==> config.mk <==
export PLATFORM = sky130hd
export DESIGN_NAME = cache_arbiter
export DESIGN_NICKNAME = d
export VERILOG_FILES = /design/src/rtl/cache_arbiter_pkg.sv /design/src/rtl/cache_arbiter_line_buffer.sv /design/src/rtl/cache_arbiter.sv
export SDC_FILE = /design/constraint.sdc
export NUM_CORES = 2
export LEC_CHECK = 0
export CAP_MARGIN = 20
export CELL_PAD_IN_SITES_DETAIL_PLACEMENT = 0
export CELL_PAD_IN_SITES_GLOBAL_PLACEMENT = 1
export CORE_AREA = 4 4 389 391
export DETAILED_ROUTE_END_ITERATION = 8
export DIE_AREA = 0 0 393 395
export PLACE_DENSITY = 0.53
export SLEW_MARGIN = 20
export SYNTH_ARGS = -nofsm -noshare
export SYNTH_HDL_FRONTEND = slang
export SYNTH_SLANG_ARGS = --single-unit
==> constraint.sdc <==
create_clock -name clk -period 48.6 [get_ports clk]
set_clock_uncertainty 0.05 [all_clocks]
set_input_delay 7.29 -clock clk [delete_from_list [all_inputs] [get_ports clk]]
set_output_delay 7.29 -clock clk [all_outputs]
set_load 0.1 [all_outputs]
m1.png
The bar under the picture is 100 um long.
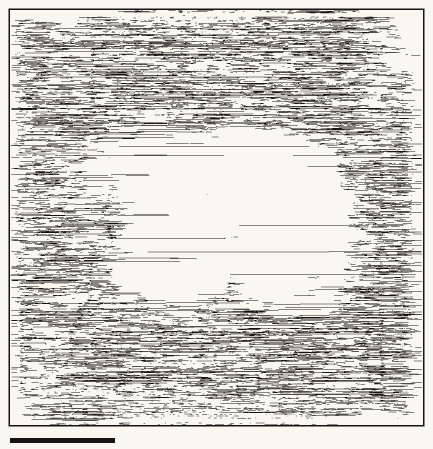
share of all routed wire: 42%
nets with wire on the layer: 3741
DRT Wirelength: 161.8 mm
met1 Use GR: 25.42%
via count: 27250

m2.png
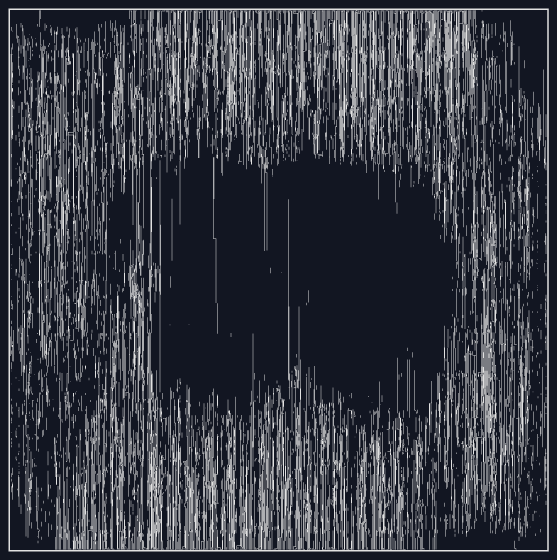
longest straight run: 144 um
nets with wire on the layer: 3523
share of all routed wire: 47%
grt met2 use: 33.03%

==> flow_metrics.env <==
# source this file to load flow results
export IMPL_setup_violations=0
export IMPL_yosysWarnings=0
export IMPL_first_global_vias=28530
export IMPL_syn_area_per_cell_um2=12.65
export IMPL_pre_cts_ws_ns=35.70
export IMPL_grt_max_degree=113
export IMPL_synth_cellmix_adderShare_pct=0.2766
export IMPL_whs_path_depth=2
export IMPL_layout_nets=4136
export IMPL_ctsRootBufferMaster="clkbuf_16"
export IMPL_fp_util_pct=24.53
export IMPL_p_leak_nw=23.50
export IMPL_synthCells=2860
export IMPL_ys_sh_xor_pct=0
export IMPL_design_area_mm2=0.05093
export IMPL_track_usage_pct=20.21
export IMPL_cts_tree="yes"
export IMPL_finalClockPeriodUsage_pct=24.48
export IMPL_worst_path_max_fanout=112
export IMPL_final_cell_mix="clkdlybuf4s50_1, dfrtp_1, mux2_2"
export IMPL_ys_top_logic_family="multiplexers"
export IMPL_ant_nets=0
export IMPL_yosysChipArea_mm2=0.03618
export IMPL_hpwl_mm=109.3
export IMPL_io_buffer_count=986
export IMPL_netlist_area_mm2=0.03618
export IMPL_slowest_stage="buf_4"
export IMPL_post_cts_resized=0
export IMPL_hold_class="reg2reg"
export IMPL_yosys_stat_cells=2860
export IMPL_path_clk_slew_ns=0.06
export IMPL_slew_headroom_pct=22.91
export IMPL_cp_arrival_ns=12.52
export IMPL_outcome="completed"
export IMPL_clk_latency_ns=0.72
export IMPL_reg2reg_depth=7
export IMPL_cpPeakStageDelay_ns=0.84
export IMPL_fin_ws_ns=36.70
export IMPL_postCtsSetupRepairBufs=0
export IMPL_cp_cell_sequence="clkdlybuf4s50_1 > inv_8 > buf_4 > buf_4 > buf_4 > buf_4 > buf_4"
export IMPL_worst_pin_slew_ns=1.153
export IMPL_grt_pass1_wl_mm=227.9
export IMPL_area_leaders="dfrtp_1, mux2_2, mux2_4"
-- synth_stat cells (6+ instances only) --
library cell	number
a31oi_1	257
and2_1	65
and3_1	257
buf_1	7
buf_2	61
buf_4	19
buf_6	47
clkbuf_1	129
dfrtp_1	803
ha_1	8
inv_1	6
mux2_2	299
mux2_4	213
mux4_2	64
nand2_1	262
nor2_1	55
o21ai_0	257
o22ai_1	29
-- area by class of cell --
cell class	count	area, um^2
clock inverters	19	305.3
inverters	6	30.03
fillers	14810	96560
repair buffers	1034	10240
diodes	28	70.07
multi-input cells	1791	14730
flip-flops and latches	804	20130
well taps	1930	2415
clock buffers	155	3013
-- kinds of logic (layout without fill, tap and decap cells) --
logic type      Yosys count  after routing
compound gates          556            556
simple gates            646            646
flops                   804            804
buf+inv                 269           1214
mux                     576            576
fa+ha+maj                 8              8
other cells               1             33
-- worst min-delay path: stages (launching register included) --
cell	delay (ns)
dfrtp_1	0.34
nand2_1	0.04
o21ai_0	0.06
-- routing by layer --
metal  part of all wire, %  global-route usage [%]  vias to the layer above
li1                      -                       -                    12140
met1                    42                   25.42                    14060
met2                    47                   33.03                      837
met3                   7.7                   6.600                      199
met4                   2.8                   5.919                       16
met5                 0.070                       0                        -
-- where the power goes --
part,leakage [nW],internal [mW],switching (mW),total (mW)
Clock,1.62,0.452,0.311,0.763
Sequential,11.0,0.800,0.134,0.934
Combinational,10.9,0.333,0.903,1.24
Total,23.5,1.58,1.35,2.93
-- through the flow --
stage / hold WS, ns / util [%] / instances / total power [mW]
after floorplan: 0.3948 / - / 2864 / 1.756
after global placement: 0.4055 / 32.24 / 5565 / 2.192
after detailed placement: 0.4181 / 32.24 / 5565 / 2.200
after CTS: 0.4311 / 34.49 / 5739 / 2.978
after global routing: 0.4513 / 34.51 / 5751 / 3.069
final: 0.4221 / 34.53 / 5767 / 2.933
Power and IR drop assume default switching activity.
